==> config.mk <==
export PLATFORM = sky130hd
export DESIGN_NAME = vga_scanout_flat
export DESIGN_NICKNAME = d
export VERILOG_FILES = /design/src/rtl/vga_timing_pkg.sv /design/src/rtl/vga_scanout_if.sv /design/src/rtl/nes_palette_lut.sv /design/src/rtl/vga_scanout.sv /design/src/flat_wrapper.sv
export SDC_FILE = /design/constraint.sdc
export NUM_CORES = 1
export LEC_CHECK = 0
export ABC_AREA = 0
export CAP_MARGIN = 10
export CORE_AREA = 4 4 96 98
export DETAILED_ROUTE_END_ITERATION = 7
export DIE_AREA = 0 0 100 102
export PLACE_DENSITY_LB_ADDON = 0.1
export SETUP_SLACK_MARGIN = 0.2
export SLEW_MARGIN = 20
export SYNTH_ARGS = -nofsm -noshare
export SYNTH_HDL_FRONTEND = slang
export SYNTH_SLANG_ARGS = --single-unit
==> constraint.sdc <==
create_clock -name clk -period 3.1 [get_ports clk]
set_input_delay 0.62 -clock clk [delete_from_list [all_inputs] [get_ports clk]]
set_output_delay 0.62 -clock clk [all_outputs]
set_load 0.02 [all_outputs]
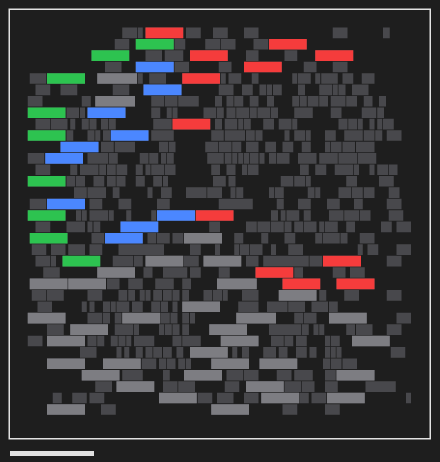
Figure 1: sequential cells grouped by signal name.
Scale bar: 20 um.
legend:
  u_core.u_palette.rgb:
    color: red
    sequential_cells: 12
  u_core.h:
    color: blue
    sequential_cells: 10
  u_core.mem_bus.vga_read_col:
    color: green
    sequential_cells: 9
not colored: 35
Sequential Area: 0.00166 mm2
sequential share of cell area: 0.333
P_seq: 0.864 mW

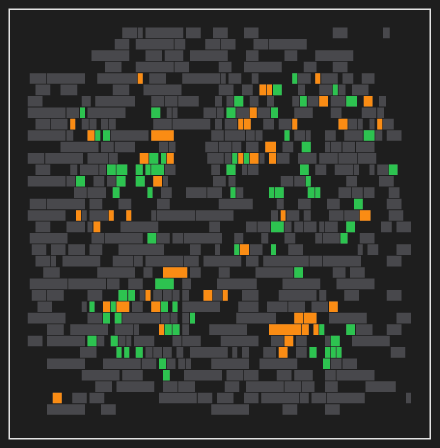
Figure 2: selected gate families.
legend:
  NOR gates:
    color: orange
    cells: 46
  NAND gates:
    color: green
    cells: 73
multi-input combinational area share: 0.443
Top cell excl fill/tap: dfrtp_1
Finished Layout Cells: 591

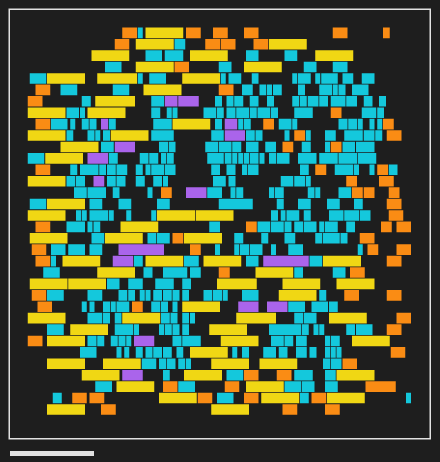
Figure 3: cell classes on the final placement.
Scale bar: 20 um.
legend:
  other buffers and delay cells:
    color: orange
    cells: 70
    share_of_their_area: 14%
  combinational and other logic:
    color: cyan
    cells: 331
    share_of_their_area: 48%
  flops:
    color: yellow
    cells: 66
    share_of_their_area: 34%
  clock drivers and dummy loads:
    color: purple
    cells: 16
    share_of_their_area: 4.7%
row count: 34
Core Region: 0.00847 mm2
final core occ: 0.588
final instance area: 0.00498 mm2

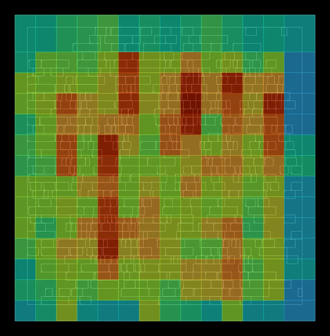
Figure 4: routing congestion.
met3 usage in global routing: 0.0430
Top Usage Layer GRT: met2
Tot GR Track Use: 0.210
GRT met1 Usage: 0.296
WL/cell: 17.1 um

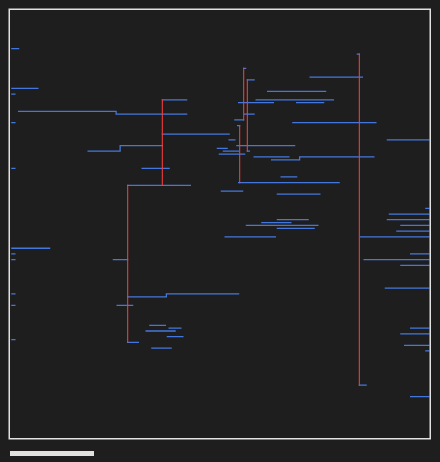
Figure 5: routed metal, one color a layer.
Scale bar: 20 um. Only two layers are drawn.
legend:
  metal 4:
    color: red
    wire_length: 180 um
  metal 3:
    color: blue
    wire_length: 545 um
routed via count: 3528
final WL: 10.1 mm

==> flow_summary.yaml <==
# generated from flow reports
final_timing:
  hold_viol_final: 0
  skew_ns: 0.00786
  worst_pin_slew_ns: 0.795
  hold_ws_ns: 0.346
  finalSetupTns_ns: 0
  fmaxAchievable_ghz: 0.384
  setup_viol: 0
critical_path:
  endpoint_kind: "register"
  r2r.worst_path.cells: 6
  path_max_fanout: 7
  critPathMaxStageDelay_ns: 0.66
  cp.arrival_ns: 2.84
  critPathLaunchType: "register"
  crit_type: "reg2reg"
logic_synthesis:
  synth_area_mm2: 0.00411
  ys_area_mm2: 0.00411
  top_area_cell: "dfrtp_1"
  yosys_warnings: 0
  ys.flop_type: "dfrtp_1"
  synthTopCellsByArea: "dfrtp_1 (38%), mux2_2 (6.0%), ha_1 (5.2%)"
  syn_inst: 430
  syn_avg_cell_area_um2: 9.55
  top_cell_area_share: 0.378
  edf_count: 0
  numSynthFlops: 66
  yosysSeqAreaShare: 0.404
clocking:
  h-tree-depth: 3
  cts_hold_buf: 0
  clockBufferDepth: 2
  cts_buffers: 9
  cts.sink_count: 66
  root_buffer: "clkbuf_8"
  cts.clk_slew.worst_paths_ns: 0.08
  cts_resized: 0
  post_cts_buffers: 0
route:
  drt_iter0_markers: 173
  vias_per_cell: 5.97
  firstDrtPassIters: 5
  ant_nets: 0
flow_run:
  max-cap-violations: 0
  log.warning_count: 39
place:
  gp_routability_congestion: 0.932
  dp.cells: 575
  io_buffers: 49
  dp_hpwl_mm: 7.02
grt:
  grt_overflow_total: 0
  grt_max_degree: 36
  antenna_found_initial: 0
  grt_pass1_vias: 3449
floorplanning:
  die-area_mm2: 0.0102
  die_x_um: 100
  fp_util: 0.485
outcome:
  status: "completed"
final_layout:
  final_nets: 506
  largest_register_ffs: 12
  drive_gt1_frac: 0.151
  n_fill_cell: 741
  layout_top_cells: "dfrtp_1 (62), clkdlybuf4s50_1 (48), nand2_1 (26), inv_1 (25), mux2_2 (22)"
  syn_to_final_growth_pct: 21.3
  diodes: 0
worst_hold_path:
  hold_path_class: "in2async"
power:
  irDropWorstVdd_uv: 320
  fin_total_pwr_mw: 1.87
==> layout make-up <==
cell class | count | share of cell area
multi-input combinational | 305 | 0.443
sequential | 66 | 0.333
timing repair buffer | 70 | 0.132
clock buffer | 10 | 0.0276
tap | 108 | 0.0271
inverter | 26 | 0.0196
clock inverter | 6 | 0.0181
==> through the flow <==
stage | util | setup slack (ns) | instance area [um2]
global placement | 0.561 | 0.250 | 4750
floorplan | - | 0.831 | 4110
finish | 0.588 | 0.494 | 4980
global route | 0.588 | 0.354 | 4980
CTS | 0.588 | 0.528 | 4980
detailed placement | 0.561 | 0.291 | 4750
==> cells by family (layout without fill, tap and decap cells) <==
logic type               count (synthesis)  after routing  share of synthesized area
AND/OR/NAND/NOR                        138            138                      0.192
AND-OR/OR-AND                          102            102                      0.173
flip-flops                              66             66                      0.404
buffers and inverters                   60            112                     0.0594
multiplexers                            32             32                     0.0890
adder cells (fa/ha/maj)                 17             17                     0.0518
XOR/XNOR                                14             14                     0.0299
other                                    1              2                   0.000913
==> layer usage <==
layer | routed length (um) | GRT usage | up-vias
li1 | - | - | 1667
met1 | 4690 | 0.296 | 1737
met2 | 4710 | 0.328 | 108
met3 | 545 | 0.0430 | 16
met4 | 179 | 0.0653 | 0
met5 | 0 | 0 | -
==> cell usage after synthesis, types with 3 or more instances <==
cell / number
dfrtp_1: 62
nand2_1: 26
clkbuf_1: 25
inv_1: 25
mux2_2: 22
o21ai_0: 21
a21oi_1: 19
nand3_1: 19
ha_1: 17
nor2_1: 16
nand2b_1: 15
a31oi_1: 9
nor3_1: 9
xor2_1: 9
nor4_1: 8
nand4_1: 7
and3_1: 6
nor2b_1: 6
o2bb2ai_1: 6
mux2i_1: 5
or3_1: 5
xnor2_1: 5
a211oi_1: 4
dfstp_2: 4
mux2_1: 4
o311ai_0: 4
a2111oi_0: 3
a221oi_1: 3
a32o_1: 3
and2_1: 3
buf_1: 3
buf_2: 3
nand3b_1: 3
o211ai_1: 3
or4_1: 3
==> critical path: cells and delay by family (launching register included) <==
family	cells	cell delay [ns]
simple gates	3	1.25
mux	1	0.36
fa+ha+maj	1	0.30
buf+inv	1	0.16
flops	1	0.43
==> power breakdown <==
group          switching [mW]  leakage [nW]  internal (mW)
Sequential            0.00159         0.884          0.862
Clock                   0.352         0.112          0.476
Combinational           0.107          1.14         0.0684
Power figures rest on the tool's default switching activity, not on a simulated workload.
